==> run_1/flops_by_reg.png <==
Scale: 4 px per um. Other sequential cells in the stronger grey, the rest of the logic in the fainter grey.
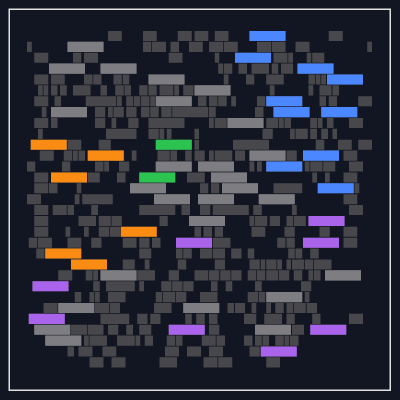
==> run_1/clocks.png <==
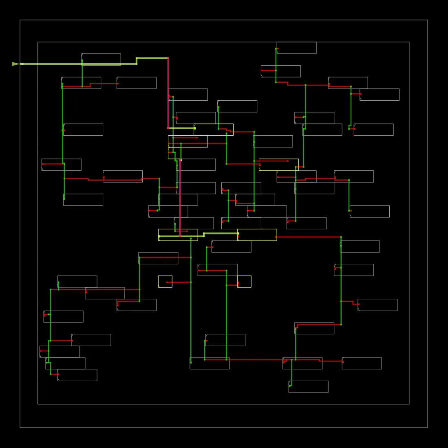
==> run_1/metal_density.png <==
Scale: 4 px per um. 19 x 19 tiles, from black (low) to pale yellow (high), scaled to the fullest tile. Values are wire area over tile area, all layers added.
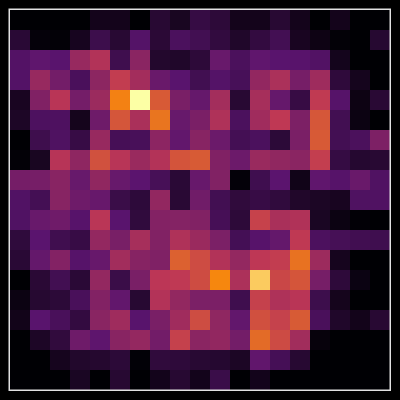
**config.mk**
```make
export PLATFORM = sky130hd
export DESIGN_NAME = image_downsample_param
export DESIGN_NICKNAME = d
export VERILOG_FILES = /design/src/rtl/image_downsample_param.sv
export SDC_FILE = /design/constraint.sdc
export NUM_CORES = 1
export LEC_CHECK = 0
export ABC_CLOCK_PERIOD_IN_PS = 2330
export CELL_PAD_IN_SITES_DETAIL_PLACEMENT = 0
export CELL_PAD_IN_SITES_GLOBAL_PLACEMENT = 1
export CORE_MARGIN = 4
export CORE_UTILIZATION = 40
export CTS_BUF_LIST = sky130_fd_sc_hd__clkbuf_16
export CTS_CLUSTER_DIAMETER = 50
export DETAILED_ROUTE_END_ITERATION = 16
export GPL_TIMING_DRIVEN = 1
export PLACE_DENSITY_LB_ADDON = 0.05
export REMOVE_ABC_BUFFERS = 1
export SLEW_MARGIN = 20
export SYNTH_ARGS = -nofsm -noshare
export SYNTH_HDL_FRONTEND = slang
export SYNTH_SLANG_ARGS = --single-unit
```
**constraint.sdc**
```tcl
create_clock -name clk_in -period 2.33 [get_ports clk_in]
set_clock_uncertainty 0.05 [all_clocks]
set_input_delay 0.3495 -clock clk_in [delete_from_list [all_inputs] [get_ports clk_in]]
set_output_delay 0.3495 -clock clk_in [all_outputs]
set_load 0.02 [all_outputs]
```
**src/rtl/image_downsample_param.sv**
```systemverilog
// image_downsample_param: 2:1 frame decimator (top-left subsample or 2x2 box average) reading a fixed-latency BRAM
// Ports: clk_in/rst_in (async, active-high); start_in/mode_in launch a frame (mode 0 subsample, 1 average);
// ext_read_* drive the source BRAM and ext_pixel_in returns its data READ_LATENCY cycles later;
// ext_write_* stream the half-resolution frame; center_*_out show the issuing group; busy_out/resize_done report progress.
module image_downsample_param #(
  parameter int BIT_DEPTH = 8,
  parameter int WIDTH = 64,
  parameter int HEIGHT = 64,
  parameter int READ_LATENCY = 2
) (
  input  logic                                 clk_in,
  input  logic                                 rst_in,
  input  logic                                 start_in,
  input  logic                                 mode_in,
  output logic [$clog2(WIDTH*HEIGHT)-1:0]      ext_read_addr,
  output logic                                 ext_read_addr_valid,
  input  logic [BIT_DEPTH-1:0]                 ext_pixel_in,
  output logic [$clog2(WIDTH/2*HEIGHT/2)-1:0]  ext_write_addr,
  output logic                                 ext_write_valid,
  output logic [BIT_DEPTH-1:0]                 ext_pixel_out,
  output logic [$clog2(WIDTH)-1:0]             center_x_out,
  output logic [$clog2(HEIGHT)-1:0]            center_y_out,
  output logic                                 busy_out,
  output logic                                 resize_done
);
  localparam int AW = $clog2(WIDTH*HEIGHT);
  localparam int OW = $clog2(WIDTH/2*HEIGHT/2);
  localparam int XW = $clog2(WIDTH);
  localparam int YW = $clog2(HEIGHT);
  localparam int ACC_W = BIT_DEPTH + 2;
  localparam int NOUT = WIDTH*HEIGHT/4;
  if (WIDTH < 2 || WIDTH % 2 != 0 || HEIGHT < 2 || HEIGHT % 2 != 0) begin : g_bad_size
    $error("image_downsample_param: WIDTH and HEIGHT must be even and >= 2");
  end
  if (READ_LATENCY < 1) begin : g_bad_latency
    $error("image_downsample_param: READ_LATENCY must be >= 1");
  end
  typedef enum logic [1:0] {IDLE, ISSUE, DRAIN, DONE} state_t;
  state_t state_q, state_d;
  logic mode_q, mode_d;
  logic [XW-1:0] ox_q, ox_d;
  logic [YW-1:0] oy_q, oy_d;
  logic [1:0] sub_q, sub_d;
  logic [READ_LATENCY-1:0] tv_q, tv_d, tf_q, tf_d, tl_q, tl_d;
  logic [READ_LATENCY:0] tv_n, tf_n, tl_n;
  logic [ACC_W-1:0] acc_q, acc_d, sum;
  logic wv_q, wv_d;
  logic [BIT_DEPTH-1:0] pout_q, pout_d;
  logic [OW-1:0] waddr_q, waddr_d;
  logic issue, grp_end, x_last, y_last, frame_end, cap;
  logic [XW-1:0] src_x;
  logic [YW-1:0] src_y;
  assign issue = state_q == ISSUE;
  // in subsample mode every read is a whole group; sub_q only walks the 2x2 quad when averaging
  assign grp_end = !mode_q || sub_q == 2'd3;
  assign x_last = ox_q == XW'(WIDTH/2 - 1);
  assign y_last = oy_q == YW'(HEIGHT/2 - 1);
  assign frame_end = grp_end && x_last && y_last;
  assign src_x = (ox_q << 1) | XW'(sub_q[0]);
  assign src_y = (oy_q << 1) | YW'(sub_q[1]);
  assign cap = tv_q[READ_LATENCY-1];
  assign sum = tf_q[READ_LATENCY-1] ? ACC_W'(ext_pixel_in) : acc_q + ACC_W'(ext_pixel_in);
  assign ext_read_addr = issue ? AW'(src_y) * AW'(WIDTH) + AW'(src_x) : '0;
  assign ext_read_addr_valid = issue;
  assign ext_write_addr = waddr_q;
  assign ext_write_valid = wv_q;
  assign ext_pixel_out = pout_q;
  assign center_x_out = ox_q << 1;
  assign center_y_out = oy_q << 1;
  assign busy_out = state_q != IDLE;
  assign resize_done = state_q == DONE;
  always_comb begin
    state_d = state_q;
    mode_d = mode_q;
    ox_d = ox_q;
    oy_d = oy_q;
    sub_d = sub_q;
    waddr_d = waddr_q + OW'(wv_q);
    // tag pipeline: bit 0 is the read issued this cycle, the top bit lines up with its returning data
    tv_n = {tv_q, issue};
    tf_n = {tf_q, !mode_q || sub_q == 2'd0};
    tl_n = {tl_q, grp_end};
    tv_d = tv_n[READ_LATENCY-1:0];
    tf_d = tf_n[READ_LATENCY-1:0];
    tl_d = tl_n[READ_LATENCY-1:0];
    acc_d = cap ? sum : acc_q;
    wv_d = cap && tl_q[READ_LATENCY-1];
    pout_d = mode_q ? BIT_DEPTH'(sum >> 2) : ext_pixel_in;
    if (state_q == IDLE && start_in) begin
      state_d = ISSUE;
      mode_d = mode_in;
      ox_d = '0;
      oy_d = '0;
      sub_d = '0;
      waddr_d = '0;
    end
    if (issue) begin
      sub_d = mode_q ? sub_q + 2'd1 : 2'd0;
      // counters freeze on the final group so the center outputs keep its coordinates while idle
      if (frame_end) state_d = DRAIN;
      else if (grp_end) begin
        ox_d = x_last ? '0 : ox_q + 1'b1;
        oy_d = x_last ? oy_q + 1'b1 : oy_q;
      end
    end
    if (state_q == DRAIN && wv_q && waddr_q == OW'(NOUT - 1)) state_d = DONE;
    if (state_q == DONE) state_d = IDLE;
  end
  always_ff @(posedge clk_in or posedge rst_in) begin
    if (rst_in) begin
      state_q <= IDLE;
      mode_q <= 1'b0;
      ox_q <= '0;
      oy_q <= '0;
      sub_q <= '0;
      tv_q <= '0;
      tf_q <= '0;
      tl_q <= '0;
      acc_q <= '0;
      wv_q <= 1'b0;
      pout_q <= '0;
      waddr_q <= '0;
    end else begin
      state_q <= state_d;
      mode_q <= mode_d;
      ox_q <= ox_d;
      oy_q <= oy_d;
      sub_q <= sub_d;
      tv_q <= tv_d;
      tf_q <= tf_d;
      tl_q <= tl_d;
      acc_q <= acc_d;
      wv_q <= wv_d;
      pout_q <= pout_d;
      waddr_q <= waddr_d;
    end
  end
endmodule

```
==> report_table.html, run 1 <==
<p>Metrics extracted from the flow reports.</p>
<table>
<tr><th>Metric</th><th>Value</th></tr>
<tr><th colspan="2">Floorplanning</th></tr>
<tr><td>Tap Cells</td><td>99</td></tr>
<tr><td>Number of placement rows</td><td>31</td></tr>
<tr><td>Initial core utilization</td><td>41.4%</td></tr>
<tr><td>Standard cell core area</td><td>roughly 7300 um^2</td></tr>
<tr><td>Overall die width</td><td>94.9 um</td></tr>
<tr><td>Die span in y</td><td>94.9 um</td></tr>
<tr><td>Chip Footprint</td><td>around 9000 um^2</td></tr>
<tr><td>Total I/O pin count</td><td>58</td></tr>
<tr><th colspan="2">Placed design</th></tr>
<tr><td>Detailed Place HPWL</td><td>roughly 5.0 mm</td></tr>
<tr><td>Placed Cells</td><td>469</td></tr>
<tr><td>Port bufs</td><td>55</td></tr>
<tr><td>Weighted congestion reported at the end of routability-driven placement</td><td>0.798</td></tr>
<tr><td>Post-placement cell area</td><td>3730 um^2</td></tr>
<tr><th colspan="2">Cells and area</th></tr>
<tr><td>Final-layout fill cell count</td><td>711</td></tr>
<tr><td>Seq area share</td><td>33.4%</td></tr>
<tr><td>Share of layout cells above drive strength 1</td><td>a little under an eighth</td></tr>
<tr><td>Data-path buffer share of cell area in the final layout</td><td>18.7%</td></tr>
<tr><td>Number of non-clock inverters in the layout</td><td>17</td></tr>
<tr><td>NumNets Final</td><td>a little over 400</td></tr>
<tr><td>Logic cell area</td><td>1530 um^2</td></tr>
<tr><td>Most common logic cell in the routed design</td><td>clkdlybuf4s50_1</td></tr>
<tr><td>Multi-input combinational cell count</td><td>roughly 230</td></tr>
<tr><td>Synth-to-layout area growth</td><td>29.2%</td></tr>
<tr><td>Most frequently placed logic cells in the final layout</td><td>clkdlybuf4s50_1, dfrtp_1, nor2_1, buf_4, nand2_1</td></tr>
<tr><td>Layout buffer count excluding clock buffers</td><td>~77</td></tr>
<tr><td>Area occupied by registers</td><td>1300 um^2</td></tr>
<tr><td># diodes</td><td>0</td></tr>
<tr><td>Comb/total area</td><td>39.2%</td></tr>
<tr><td>Post-route standard cell area excluding fillers</td><td>a little under 4000 um^2</td></tr>
<tr><td>ClkCell Share</td><td>3.85%</td></tr>
<tr><td>Final cell count without fillers</td><td>478</td></tr>
<tr><th colspan="2">Min path</th></tr>
<tr><td>Hold/Removal Path Class</td><td>flip-flop to flip-flop</td></tr>
<tr><td>Worst Hold Depth</td><td>0</td></tr>
<tr><td>Terminating pin of the worst hold path</td><td>tv_q[1]</td></tr>
<tr><th colspan="2">Synth</th></tr>
<tr><td>Dominant cell by count in the synthesized netlist</td><td>dfrtp_1</td></tr>
<tr><td>Post-synthesis async set-or-reset flop share</td><td>100%</td></tr>
<tr><td>Dominant comb cell</td><td>simple AND/OR/NAND/NOR gates</td></tr>
<tr><td>Area fraction in and, or, nand and nor cells after synthesis</td><td>between 20% and 30%</td></tr>
<tr><td>Warning count from the yosys run</td><td>0</td></tr>
<tr><td>Count of flip-flops with a built-in enable after synthesis</td><td>0</td></tr>
<tr><td>Sequential share of the synthesized area</td><td>43.1%</td></tr>
<tr><td>Post-synthesis xor/xnor area fraction</td><td>~3.5%</td></tr>
<tr><td>Mean Syn Cell Area</td><td>~9.6 um^2</td></tr>
<tr><td>Area reported by Yosys stat</td><td>3020 um^2</td></tr>
<tr><td>Yosys adder share</td><td>6.46%</td></tr>
<tr><td>Netlist Area Pre-Place</td><td>3020 um^2</td></tr>
<tr><td>Flip-flop and latch count after synthesis</td><td>about 52</td></tr>
<tr><td>Dominant register cell</td><td>dfrtp_1</td></tr>
<tr><td>Count of cell types in the netlist</td><td>between 50 and 60</td></tr>
<tr><td>Largest cells by area after synthesis</td><td>dfrtp_1, ha_1, buf_4, nor2_1, and2_1</td></tr>
<tr><td>Number of cell instances after yosys synthesis</td><td>316</td></tr>
<tr><td>Most area-hungry cell type in the Yosys netlist</td><td>dfrtp_1</td></tr>
<tr><td>Synthesized instance count</td><td>~320</td></tr>
<tr><td>Portion of synthesized cell area occupied by the leading cell type</td><td>43.1%</td></tr>
<tr><td>Most used standard cells in the synthesized netlist</td><td>dfrtp_1, nor2_1, nand2_1, inv_1</td></tr>
<tr><td>Area fraction in mux cells</td><td>2.40%</td></tr>
<tr><td>Complex Gates by Area</td><td>16.9%</td></tr>
<tr><th colspan="2">Global route</th></tr>
<tr><td>Global-route track usage on met1</td><td>24.1%</td></tr>
<tr><td>Grt ovf</td><td>0</td></tr>
<tr><td>Antenna violations before repair</td><td>0</td></tr>
<tr><td>Combined global-route utilization of all metal layers</td><td>~16%</td></tr>
<tr><td>GRT Max-Usage Layer</td><td>met2</td></tr>
<tr><td>Maximum number of pins on one net before global-route repair</td><td>35</td></tr>
<tr><td>Global routing met2 resource utilization</td><td>25.1%</td></tr>
<tr><td>Via count of the first global-routing pass</td><td>2375</td></tr>
<tr><td>First-pass GRT wire length</td><td>11.7 mm</td></tr>
<tr><td>Met3 Use GR</td><td>3.35%</td></tr>
<tr><th colspan="2">Route</th></tr>
<tr><td>Detail Route met2 WL</td><td>3.17 mm</td></tr>
<tr><td>Initial detailed-routing violation count</td><td>roughly 100</td></tr>
<tr><td>DR DRC count</td><td>0</td></tr>
<tr><td>Sum of routed wire segments on met1</td><td>3.40 mm</td></tr>
<tr><td>Total length of routed met3 wires</td><td>258 um</td></tr>
<tr><td>Antenna viol nets, final</td><td>0</td></tr>
<tr><td>Highest metal used</td><td>met4</td></tr>
<tr><td>DR vias/cell</td><td>5.15</td></tr>
<tr><td>Router iterations before antenna repair</td><td>4</td></tr>
<tr><td>Routed length per placed instance</td><td>14.4 um</td></tr>
<tr><th colspan="2">Timing</th></tr>
<tr><td>Min setup slack post-route</td><td>0.0991 ns</td></tr>
<tr><td>Worst-case hold slack</td><td>0.304 ns</td></tr>
<tr><td>Max-slew violation total from the final report</td><td>0</td></tr>
<tr><td>Final Hold Fails</td><td>0</td></tr>
<tr><td>Share of the cycle needed by the critical path after routing</td><td>approximately 96%</td></tr>
<tr><td>Total negative slack for setup checks</td><td>0 ns</td></tr>
<tr><td>Final period demand of the worst path</td><td>2.23 ns</td></tr>
<tr><td>Achievable clock frequency</td><td>448 MHz</td></tr>
<tr><td>Setup violations, final</td><td>0</td></tr>
<tr><td>Worst-case headroom to the max-slew limit</td><td>between 50% and 60%</td></tr>
<tr><td>Measured slew at the worst slew-check pin</td><td>0.680 ns</td></tr>
<tr><td>Setup repair after global routing missed its margin</td><td>false</td></tr>
<tr><th colspan="2">Critical path</th></tr>
<tr><td>Critical path peak fanout</td><td>8</td></tr>
<tr><td>Number of cell instances on the worst register-to-register path</td><td>6</td></tr>
<tr><td>Highest cell delay on the worst timing path</td><td>0.62 ns</td></tr>
<tr><td>Category of the worst setup path launch point</td><td>flip-flop</td></tr>
<tr><td>Worst setup path end</td><td>ext_read_addr[0]</td></tr>
<tr><td>Origin of the critical flop-to-flop path</td><td>acc_q[0]</td></tr>
<tr><td>Worst Setup SP</td><td>state_q[1]</td></tr>
<tr><td>Category of the most critical setup path</td><td>flip-flop to output port</td></tr>
<tr><td>Worst Path Required</td><td>1.93 ns</td></tr>
<tr><td>Slack of the worst reg-to-reg path</td><td>around 0.32 ns</td></tr>
<tr><td>Critical register-to-register path endpoint</td><td>ext_pixel_out[6]</td></tr>
<tr><td>Crit path buffers/inverters</td><td>2</td></tr>
<tr><td>CP delay by family, top</td><td>buffers and inverters</td></tr>
<tr><td>Worst path arrival time</td><td>1.83 ns</td></tr>
<tr><td>Category of the worst setup path capture point</td><td>output port</td></tr>
<tr><td>Critical-path cell list</td><td>nand2b_1 -&gt; buf_4 -&gt; nor2_1 -&gt; clkdlybuf4s50_1</td></tr>
<tr><th colspan="2">Clock tree</th></tr>
<tr><td>Post-CTS Resized</td><td>1</td></tr>
<tr><td>Clock tree from TritonCTS</td><td>yes</td></tr>
<tr><td>CTS Hold Buffers Added</td><td>0</td></tr>
<tr><td>Post-CTS setup buffer count</td><td>0</td></tr>
<tr><td>Max clock buf depth</td><td>2</td></tr>
<tr><td>CTS H-tree depth</td><td>2</td></tr>
<tr><td>Cell chosen for the clock root</td><td>clkbuf_16</td></tr>
<tr><td>Cts bufs inserted</td><td>5</td></tr>
<tr><th colspan="2">Power</th></tr>
<tr><td>Power share of the clock group</td><td>39.9%</td></tr>
<tr><td>Part of the total power dissipated in sequential elements</td><td>between 40% and 50%</td></tr>
<tr><td>Power consumption</td><td>1910 uW</td></tr>
<tr><td>Worst VDD drop</td><td>0.388 mV</td></tr>
<tr><td>Combinational group share of total power</td><td>11.8%</td></tr>
<tr><td>Total power density per cell area</td><td>between 400 and 500 nW/um^2</td></tr>
<tr><td>Fraction of power spent switching nets</td><td>25.0%</td></tr>
<tr><td>Leakage power</td><td>0.00166 uW</td></tr>
<tr><td>Largest Pwr Group</td><td>registers</td></tr>
<tr><td>Reported combinational group power</td><td>225 uW</td></tr>
<tr><td>P_int</td><td>1430 uW</td></tr>
<tr><td>P_sw</td><td>between 400 and 500 uW</td></tr>
<tr><th colspan="2">Status</th></tr>
<tr><td>Status</td><td>finished, final reports clean</td></tr>
<tr><th colspan="2">Job</th></tr>
<tr><td>Number of warning messages in the logs</td><td>26</td></tr>
<tr><td>Max-cap violations</td><td>0</td></tr>
</table>
-- flops_by_reg.png (at the start) --
- purple: ext_pixel_out (flops 8)
- blue: ext_write_addr (flops 10)
- orange: ox_q (flops 6; where west)
- green: tl_q (flops 2)
- not coloured: 26
final core area utilization: 53.5%
power in sequential cells: 922 uW

-- clocks.png (at the start) --
clock group total power: 762 uW
Num Clock Sinks: 52
FF+latch count: 52
number of clock buffers in the layout: 5

-- metal_density.png (at the start) --
- emptiest ninth of the die: south-west
- fullest tile: 0.49
- nearly empty tiles: 14%
- tiles over half the peak: 9.4%
- mean over tiles: 0.12
Routed WL: 6.86 mm
number of vias in the routed layout: 2462

==> run_1/layer_met3.png <==
Scale: 4 px per um.
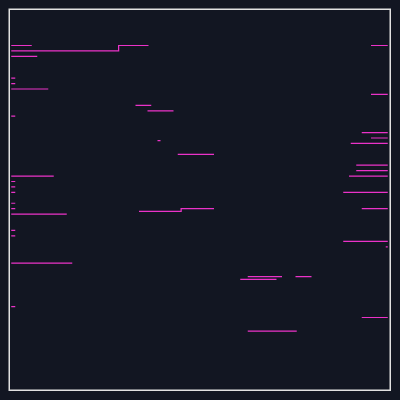

--- run 2 (diff from run 1) ---
- PLACE_DENSITY: unset -> 0.79
- PLACE_DENSITY_LB_ADDON: 0.05 -> unset
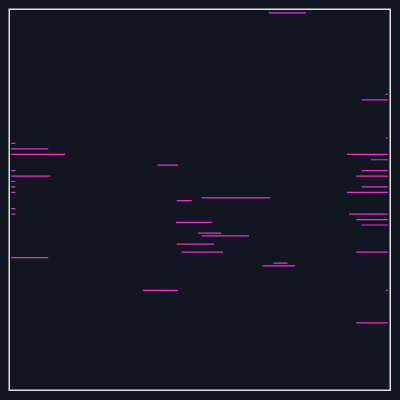
(run_2/layer_met3.png)
Scale: 4 px per um.
- nets with wire on the layer: 33
- main direction: horizontal
- wire length on this layer: 233 um
- longest straight run: 16.8 um
- share of all routed wire: 3.5%
Routed WL: 6.74 mm
met3 Use GR: 2.63%
number of vias in the routed layout: 2431

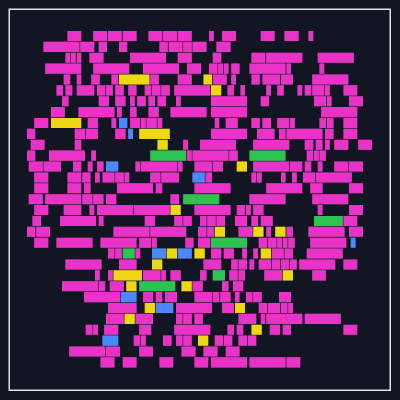
(run_2/sizes.png)
Scale: 4 px per um.
- yellow: _3 and _4 cells (cells 24; share 6.4%)
- blue: _2 cells (cells 10; share 2.7%)
- magenta: _0 and _1 cells (cells 334; share 89%)
- green: _6 and larger (cells 8; share 2.1%)

==> run 2 against run 1 <==
Hold slack gained 0.0064 ns. Critical path depth grew 3. Cell count shrank 0.63%. Synthesized cell count is the same. Non-clock buffer count shrank 3. Register-to-register slack lost 0.10 ns. Largest cell class unchanged. Highest routed layer unchanged.
==> report_table.html, run 2 <==
<p>Metrics extracted from the flow reports.</p>
<table>
<tr><th>Metric</th><th>Value</th></tr>
<tr><th colspan="2">Global route</th></tr>
<tr><td>Antenna violations before repair</td><td>0 (unchanged)</td></tr>
<tr><td>Maximum number of pins on one net before global-route repair</td><td>53 (+51%)</td></tr>
<tr><td>First-pass GRT wire length</td><td>11.5 mm (-1.9%)</td></tr>
<tr><td>Grt ovf</td><td>0 (unchanged)</td></tr>
<tr><td>GRT Max-Usage Layer</td><td>met2</td></tr>
<tr><td>Global routing met2 resource utilization</td><td>26.6% (+1.5 points)</td></tr>
<tr><td>Global-route track usage on met1</td><td>22.0% (-2.1 points)</td></tr>
<tr><th colspan="2">Critical path</th></tr>
<tr><td>Worst Path Required</td><td>2.46 ns (+0.53 ns)</td></tr>
<tr><td>Worst setup path end</td><td>ext_pixel_out[6]</td></tr>
<tr><td>Category of the worst setup path launch point</td><td>input port</td></tr>
<tr><td>Origin of the critical flop-to-flop path</td><td>acc_q[0]</td></tr>
<tr><td>Worst path arrival time</td><td>2.38 ns (+0.55 ns)</td></tr>
<tr><td>Critical path peak fanout</td><td>4 (-4)</td></tr>
<tr><td>Number of cell instances on the worst register-to-register path</td><td>6 (unchanged)</td></tr>
<tr><td>CP delay by family, top</td><td>AND-OR/OR-AND gates</td></tr>
<tr><td>Worst Setup SP</td><td>ext_pixel_in[0]</td></tr>
<tr><td>Highest cell delay on the worst timing path</td><td>0.44 ns (-0.18 ns)</td></tr>
<tr><td>Critical register-to-register path endpoint</td><td>ext_pixel_out[6]</td></tr>
<tr><td>Category of the worst setup path capture point</td><td>flip-flop</td></tr>
<tr><td>Crit path buffers/inverters</td><td>1 (-1)</td></tr>
<tr><td>Category of the most critical setup path</td><td>input port to flip-flop</td></tr>
<tr><td>Critical-path cell list</td><td>clkdlybuf4s50_1 -&gt; ha_1 -&gt; fa_1 -&gt; a211oi_2 -&gt; o211ai_1 -&gt; and3_1 -&gt; o32ai_1</td></tr>
<tr><th colspan="2">Timing</th></tr>
<tr><td>Min setup slack post-route</td><td>0.0808 ns (-0.0182 ns)</td></tr>
<tr><td>Achievable clock frequency</td><td>445 MHz (-0.81%)</td></tr>
<tr><td>Total negative slack for setup checks</td><td>0 ns (unchanged)</td></tr>
<tr><td>Setup violations, final</td><td>0 (unchanged)</td></tr>
<tr><td>Worst-case headroom to the max-slew limit</td><td>58.7% (+4.1 points)</td></tr>
<tr><td>Final period demand of the worst path</td><td>2.25 ns (+0.0182 ns)</td></tr>
<tr><td>Final Hold Fails</td><td>0 (unchanged)</td></tr>
<tr><td>Setup repair after global routing missed its margin</td><td>true</td></tr>
<tr><td>Worst-case hold slack</td><td>0.311 ns (+0.00640 ns)</td></tr>
<tr><th colspan="2">Clock tree</th></tr>
<tr><td>CTS H-tree depth</td><td>2 (unchanged)</td></tr>
<tr><td>Cts bufs inserted</td><td>5 (unchanged)</td></tr>
<tr><td>Max clock buf depth</td><td>2 (unchanged)</td></tr>
<tr><td>CTS Hold Buffers Added</td><td>0 (unchanged)</td></tr>
<tr><td>Post-CTS Resized</td><td>0 (-1)</td></tr>
<tr><td>Num Clock Sinks</td><td>52 (unchanged)</td></tr>
<tr><td>Post-CTS setup buffer count</td><td>0 (unchanged)</td></tr>
<tr><td>Clock tree from TritonCTS</td><td>yes</td></tr>
<tr><td>Cell chosen for the clock root</td><td>clkbuf_16</td></tr>
<tr><th colspan="2">Cells and area</th></tr>
<tr><td>Comb/total area</td><td>39.4% (+0.23 points)</td></tr>
<tr><td>ClkCell Share</td><td>3.87% (+0.022 points)</td></tr>
<tr><td>Layout buffer count excluding clock buffers</td><td>74 (-3.9%)</td></tr>
<tr><td>Synth-to-layout area growth</td><td>28.4%</td></tr>
<tr><td>Number of non-clock inverters in the layout</td><td>17 (unchanged)</td></tr>
<tr><td>Final core area utilization</td><td>53.2% (-0.31 points)</td></tr>
<tr><td>Final-layout fill cell count</td><td>710 (-0.14%)</td></tr>
<tr><td>Multi-input combinational cell count</td><td>225 (unchanged)</td></tr>
<tr><td>Post-route standard cell area excluding fillers</td><td>3880 um^2 (-0.58%)</td></tr>
<tr><td>NumNets Final</td><td>402 (-0.74%)</td></tr>
<tr><td>Logic cell area</td><td>1530 um^2 (unchanged)</td></tr>
<tr><td>Final cell count without fillers</td><td>475 (-0.63%)</td></tr>
<tr><td>Number of clock buffers in the layout</td><td>5 (unchanged)</td></tr>
<tr><td>Most frequently placed logic cells in the final layout</td><td>clkdlybuf4s50_1, dfrtp_1, nor2_1, nand2_1, buf_4</td></tr>
<tr><td>Area occupied by registers</td><td>1300 um^2 (unchanged)</td></tr>
<tr><td>Data-path buffer share of cell area in the final layout</td><td>18.3% (-0.47 points)</td></tr>
<tr><td>Seq area share</td><td>33.5% (+0.19 points)</td></tr>
<tr><th colspan="2">Route</th></tr>
<tr><td>Detail Route met2 WL</td><td>3.18 mm (+0.25%)</td></tr>
<tr><td>DR DRC count</td><td>0 (unchanged)</td></tr>
<tr><td>Highest metal used</td><td>met4</td></tr>
<tr><td>Initial detailed-routing violation count</td><td>64 (-36%)</td></tr>
<tr><td>Antenna viol nets, final</td><td>0 (unchanged)</td></tr>
<tr><th colspan="2">Synth</th></tr>
<tr><td>Flip-flop and latch count after synthesis</td><td>52 (unchanged)</td></tr>
<tr><td>Post-synthesis async set-or-reset flop share</td><td>100% (unchanged)</td></tr>
<tr><td>Count of flip-flops with a built-in enable after synthesis</td><td>0 (unchanged)</td></tr>
<tr><td>Synthesized instance count</td><td>316 (unchanged)</td></tr>
<tr><td>Dominant comb cell</td><td>simple AND/OR/NAND/NOR gates</td></tr>
<tr><td>Area fraction in and, or, nand and nor cells after synthesis</td><td>20.9% (unchanged)</td></tr>
<tr><td>Portion of synthesized cell area occupied by the leading cell type</td><td>43.1% (unchanged)</td></tr>
<tr><td>Netlist Area Pre-Place</td><td>3020 um^2 (unchanged)</td></tr>
<tr><td>Complex Gates by Area</td><td>16.9% (unchanged)</td></tr>
<tr><td>Warning count from the yosys run</td><td>0 (unchanged)</td></tr>
<tr><td>Mean Syn Cell Area</td><td>9.56 um^2 (unchanged)</td></tr>
<tr><td>Largest cells by area after synthesis</td><td>dfrtp_1, ha_1, buf_4, nor2_1, and2_1</td></tr>
<tr><td>Number of cell instances after yosys synthesis</td><td>316 (unchanged)</td></tr>
<tr><td>Dominant cell by count in the synthesized netlist</td><td>dfrtp_1</td></tr>
<tr><th colspan="2">Status</th></tr>
<tr><td>Status</td><td>finished, final reports clean</td></tr>
<tr><th colspan="2">Power</th></tr>
<tr><td>Part of the total power dissipated in sequential elements</td><td>48.6% (+0.3 points)</td></tr>
<tr><td>Total power density per cell area</td><td>489 nW/um^2 (about the same)</td></tr>
<tr><td>Worst VDD drop</td><td>0.301 mV (-22%)</td></tr>
<tr><td>Reported combinational group power</td><td>220 uW (-2%)</td></tr>
<tr><td>Leakage power</td><td>0.00164 uW (-0.86%)</td></tr>
<tr><td>Largest Pwr Group</td><td>registers</td></tr>
<tr><td>Power consumption</td><td>1900 uW (-0.63%)</td></tr>
<tr><th colspan="2">Placed design</th></tr>
<tr><td>Detailed Place HPWL</td><td>4.94 mm (-0.46%)</td></tr>
<tr><td>Weighted congestion reported at the end of routability-driven placement</td><td>0.841 (+5.4%)</td></tr>
<tr><td>Post-placement cell area</td><td>3720 um^2 (-0.40%)</td></tr>
<tr><td>Placed Cells</td><td>467 (-0.43%)</td></tr>
<tr><td>Port bufs</td><td>55 (unchanged)</td></tr>
<tr><th colspan="2">Job</th></tr>
<tr><td>Number of warning messages in the logs</td><td>27 (+3.8%)</td></tr>
<tr><td>Max-cap violations</td><td>0 (unchanged)</td></tr>
<tr><th colspan="2">Floorplanning</th></tr>
<tr><td>Initial core utilization</td><td>41.4% (unchanged)</td></tr>
<tr><td>Die span in y</td><td>94.9 um (unchanged)</td></tr>
<tr><td>Overall die width</td><td>94.9 um (unchanged)</td></tr>
<tr><td>Total I/O pin count</td><td>58 (unchanged)</td></tr>
<tr><th colspan="2">Min path</th></tr>
<tr><td>Hold/Removal Path Class</td><td>flip-flop to flip-flop</td></tr>
<tr><td>Worst Hold Depth</td><td>0 (unchanged)</td></tr>
</table>
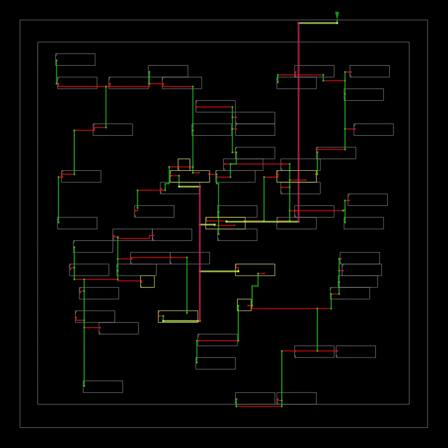
(run_2/clocks.png)
Clk Latency, worst-skew pair: 0.29 ns
clock group total power: 756 uW

--- run 3 (diff from run 2) ---
- SLEW_MARGIN: 20 -> unset
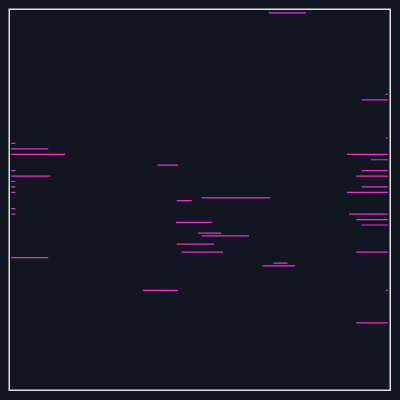
(run_3/layer_met3.png)
Scale: 4 px per um.
- wire length on this layer: 233 um
- share of all routed wire: 3.5%

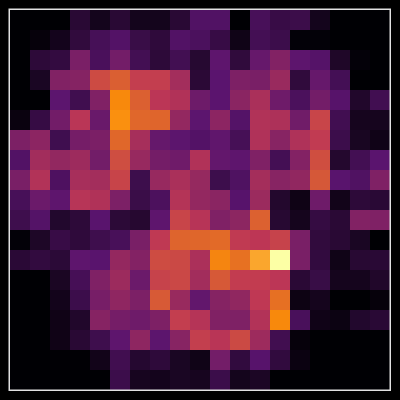
(run_3/metal_density.png)
Scale: 4 px per um. 19 x 19 tiles, from black (low) to pale yellow (high), scaled to the fullest tile. Values are wire area over tile area, all layers added.
- mean over tiles: 0.12
- tiles over half the peak: 12%
- densest ninth of the die: centre

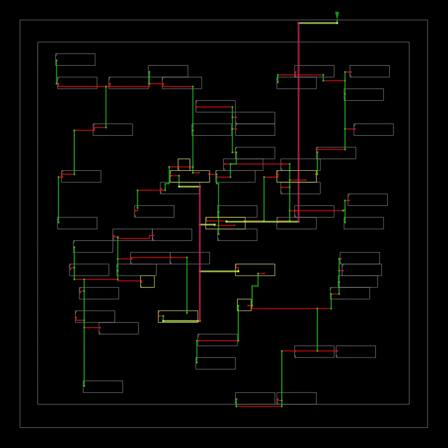
(run_3/clocks.png)
cts bufs inserted: 5

==> run 3 against run 2 <==
Global-route usage stayed put. Via count stayed put. Clock power hardly changed. Hold slack stayed put. First-iteration DRC count stayed put. Design area stayed put. Combinational power hardly changed. Sequential power hardly changed. Non-clock buffer count stayed put. Critical path depth stayed put. Register-to-register slack hardly changed. Maximum frequency stayed put. Critical path type unchanged. Highest routed layer unchanged.
==> report_table.html, run 3 <==
<p>Metrics extracted from the flow reports.</p>
<table>
<tr><th>Metric</th><th>Value</th></tr>
<tr><th colspan="2">Critical path</th></tr>
<tr><td>Worst Path Required</td><td>2.46 ns (about the same)</td></tr>
<tr><td>Category of the worst setup path launch point</td><td>input port</td></tr>
<tr><td>Crit path buffers/inverters</td><td>1 (unchanged)</td></tr>
<tr><td>Origin of the critical flop-to-flop path</td><td>acc_q[0]</td></tr>
<tr><td>Slack of the worst reg-to-reg path</td><td>0.22 ns</td></tr>
<tr><td>Category of the worst setup path capture point</td><td>flip-flop</td></tr>
<tr><td>Category of the most critical setup path</td><td>input port to flip-flop</td></tr>
<tr><td>Critical-path cell list</td><td>clkdlybuf4s50_1 -&gt; ha_1 -&gt; fa_1 -&gt; a211oi_2 -&gt; o211ai_1 -&gt; and3_1 -&gt; o32ai_1</td></tr>
<tr><td>Worst setup path end</td><td>ext_pixel_out[6]</td></tr>
<tr><td>Number of cell instances on the worst register-to-register path</td><td>6 (unchanged)</td></tr>
<tr><td>Highest cell delay on the worst timing path</td><td>0.44 ns (about the same)</td></tr>
<tr><td>Critical register-to-register path endpoint</td><td>ext_pixel_out[6]</td></tr>
<tr><td>Worst path arrival time</td><td>2.38 ns (about the same)</td></tr>
<tr><td>Critical path peak fanout</td><td>4 (unchanged)</td></tr>
<tr><td>CP delay by family, top</td><td>AND-OR/OR-AND gates</td></tr>
<tr><td>Worst Setup SP</td><td>ext_pixel_in[0]</td></tr>
<tr><th colspan="2">Power</th></tr>
<tr><td>Leakage power</td><td>0.00164 uW (unchanged)</td></tr>
<tr><td>P_int</td><td>about 1400 uW</td></tr>
<tr><td>Part of the total power dissipated in sequential elements</td><td>48.6% (about the same)</td></tr>
<tr><td>Total power density per cell area</td><td>489 nW/um^2 (unchanged)</td></tr>
<tr><td>Largest Pwr Group</td><td>registers</td></tr>
<tr><td>Power consumption</td><td>1900 uW (unchanged)</td></tr>
<tr><td>Worst VDD drop</td><td>0.301 mV (unchanged)</td></tr>
<tr><td>Reported combinational group power</td><td>220 uW (about the same)</td></tr>
<tr><td>Clock group total power</td><td>756 uW (about the same)</td></tr>
<tr><th colspan="2">Cells and area</th></tr>
<tr><td>Comb/total area</td><td>39.4% (unchanged)</td></tr>
<tr><td>ClkCell Share</td><td>3.87% (unchanged)</td></tr>
<tr><td>Synth-to-layout area growth</td><td>28.4% (unchanged)</td></tr>
<tr><td>Data-path buffer share of cell area in the final layout</td><td>18.3% (unchanged)</td></tr>
<tr><td>Layout buffer count excluding clock buffers</td><td>74 (unchanged)</td></tr>
<tr><td>Post-route standard cell area excluding fillers</td><td>3880 um^2 (unchanged)</td></tr>
<tr><td>Final cell count without fillers</td><td>475 (unchanged)</td></tr>
<tr><td>Final core area utilization</td><td>53.2% (unchanged)</td></tr>
<tr><td>Area occupied by registers</td><td>1300 um^2 (unchanged)</td></tr>
<tr><td>Most common logic cell in the routed design</td><td>clkdlybuf4s50_1</td></tr>
<tr><td>Most frequently placed logic cells in the final layout</td><td>clkdlybuf4s50_1, dfrtp_1, nor2_1, nand2_1, buf_4</td></tr>
<tr><td>Multi-input combinational cell count</td><td>225 (unchanged)</td></tr>
<tr><td>Number of non-clock inverters in the layout</td><td>17 (unchanged)</td></tr>
<tr><td>Number of clock buffers in the layout</td><td>5 (unchanged)</td></tr>
<tr><td>Logic cell area</td><td>1530 um^2 (unchanged)</td></tr>
<tr><td>Final-layout fill cell count</td><td>710 (unchanged)</td></tr>
<tr><td>Seq area share</td><td>33.5% (unchanged)</td></tr>
<tr><td>Share of layout cells above drive strength 1</td><td>between 10% and 20%</td></tr>
<tr><td>FF+latch count</td><td>between 50 and 60</td></tr>
<tr><td>NumNets Final</td><td>402 (unchanged)</td></tr>
<tr><th colspan="2">Synth</th></tr>
<tr><td>Mean Syn Cell Area</td><td>9.56 um^2 (unchanged)</td></tr>
<tr><td>Portion of synthesized cell area occupied by the leading cell type</td><td>43.1% (unchanged)</td></tr>
<tr><td>Complex Gates by Area</td><td>16.9% (unchanged)</td></tr>
<tr><td>Warning count from the yosys run</td><td>0 (unchanged)</td></tr>
<tr><td>Synthesized instance count</td><td>316 (unchanged)</td></tr>
<tr><td>Dominant comb cell</td><td>simple AND/OR/NAND/NOR gates</td></tr>
<tr><td>Post-synthesis async set-or-reset flop share</td><td>100% (unchanged)</td></tr>
<tr><td>Area fraction in and, or, nand and nor cells after synthesis</td><td>20.9% (unchanged)</td></tr>
<tr><td>Dominant cell by count in the synthesized netlist</td><td>dfrtp_1</td></tr>
<tr><td>Number of cell instances after yosys synthesis</td><td>316 (unchanged)</td></tr>
<tr><td>Flip-flop and latch count after synthesis</td><td>52 (unchanged)</td></tr>
<tr><td>Largest cells by area after synthesis</td><td>dfrtp_1, ha_1, buf_4, nor2_1, and2_1</td></tr>
<tr><td>Count of flip-flops with a built-in enable after synthesis</td><td>0 (unchanged)</td></tr>
<tr><td>Netlist Area Pre-Place</td><td>3020 um^2 (unchanged)</td></tr>
<tr><th colspan="2">Clock tree</th></tr>
<tr><td>Max clock buf depth</td><td>2 (unchanged)</td></tr>
<tr><td>Post-CTS setup buffer count</td><td>0 (unchanged)</td></tr>
<tr><td>Clk Latency, worst-skew pair</td><td>0.29 ns (about the same)</td></tr>
<tr><td>Num Clock Sinks</td><td>52 (unchanged)</td></tr>
<tr><td>Clock tree from TritonCTS</td><td>yes</td></tr>
<tr><td>Cell chosen for the clock root</td><td>clkbuf_16</td></tr>
<tr><td>Post-CTS Resized</td><td>0 (unchanged)</td></tr>
<tr><td>CTS Hold Buffers Added</td><td>0 (unchanged)</td></tr>
<tr><td>CTS H-tree depth</td><td>2 (unchanged)</td></tr>
<tr><td>Clock transition at path regs</td><td>0.07 ns</td></tr>
<tr><th colspan="2">Global route</th></tr>
<tr><td>Antenna violations before repair</td><td>0 (unchanged)</td></tr>
<tr><td>GRT Max-Usage Layer</td><td>met2</td></tr>
<tr><td>Maximum number of pins on one net before global-route repair</td><td>53 (unchanged)</td></tr>
<tr><td>Global routing met2 resource utilization</td><td>26.6% (unchanged)</td></tr>
<tr><td>Met3 Use GR</td><td>2.63% (unchanged)</td></tr>
<tr><td>First-pass GRT wire length</td><td>11.5 mm (unchanged)</td></tr>
<tr><td>Global-route track usage on met1</td><td>22.0% (unchanged)</td></tr>
<tr><td>Grt ovf</td><td>0 (unchanged)</td></tr>
<tr><td>Via count of the first global-routing pass</td><td>2405</td></tr>
<tr><th colspan="2">Status</th></tr>
<tr><td>Status</td><td>finished, final reports clean</td></tr>
<tr><th colspan="2">Route</th></tr>
<tr><td>Routed WL</td><td>6.74 mm (unchanged)</td></tr>
<tr><td>Number of vias in the routed layout</td><td>2431 (unchanged)</td></tr>
<tr><td>Antenna viol nets, final</td><td>0 (unchanged)</td></tr>
<tr><td>Initial detailed-routing violation count</td><td>64 (unchanged)</td></tr>
<tr><td>Highest metal used</td><td>met4</td></tr>
<tr><td>DR DRC count</td><td>0 (unchanged)</td></tr>
<tr><td>Detail Route met2 WL</td><td>3.18 mm (unchanged)</td></tr>
<tr><th colspan="2">Placed design</th></tr>
<tr><td>Detailed Place HPWL</td><td>4.94 mm (unchanged)</td></tr>
<tr><td>Worst slack after detailed placement</td><td>-0.256 ns</td></tr>
<tr><td>Post-placement cell area</td><td>3720 um^2 (unchanged)</td></tr>
<tr><td>Port bufs</td><td>55 (unchanged)</td></tr>
<tr><td>Weighted congestion reported at the end of routability-driven placement</td><td>0.841 (unchanged)</td></tr>
<tr><td>Placed Cells</td><td>467 (unchanged)</td></tr>
<tr><th colspan="2">Timing</th></tr>
<tr><td>Total negative slack for setup checks</td><td>0 ns (unchanged)</td></tr>
<tr><td>Min setup slack post-route</td><td>0.0808 ns (unchanged)</td></tr>
<tr><td>Worst-case hold slack</td><td>0.311 ns (unchanged)</td></tr>
<tr><td>Setup violations, final</td><td>0 (unchanged)</td></tr>
<tr><td>Max-slew violation total from the final report</td><td>0</td></tr>
<tr><td>Worst-case headroom to the max-slew limit</td><td>58.7% (unchanged)</td></tr>
<tr><td>Achievable clock frequency</td><td>445 MHz (unchanged)</td></tr>
<tr><td>Final Hold Fails</td><td>0 (unchanged)</td></tr>
<tr><td>Final period demand of the worst path</td><td>2.25 ns (unchanged)</td></tr>
<tr><td>Setup repair after global routing missed its margin</td><td>true</td></tr>
<tr><th colspan="2">Min path</th></tr>
<tr><td>Hold/Removal Path Class</td><td>flip-flop to flip-flop</td></tr>
<tr><td>Worst Hold Depth</td><td>0 (unchanged)</td></tr>
<tr><th colspan="2">Job</th></tr>
<tr><td>Number of warning messages in the logs</td><td>27 (unchanged)</td></tr>
<tr><td>Max-cap violations</td><td>0 (unchanged)</td></tr>
<tr><th colspan="2">Floorplanning</th></tr>
<tr><td>Initial core utilization</td><td>41.4% (unchanged)</td></tr>
<tr><td>Die span in y</td><td>94.9 um (unchanged)</td></tr>
<tr><td>Number of placement rows</td><td>31</td></tr>
<tr><td>Overall die width</td><td>94.9 um (unchanged)</td></tr>
<tr><td>Total I/O pin count</td><td>58 (unchanged)</td></tr>
<tr><td>Standard cell core area</td><td>7290 um^2</td></tr>
</table>
Power is estimated from default activity; no workload was simulated.
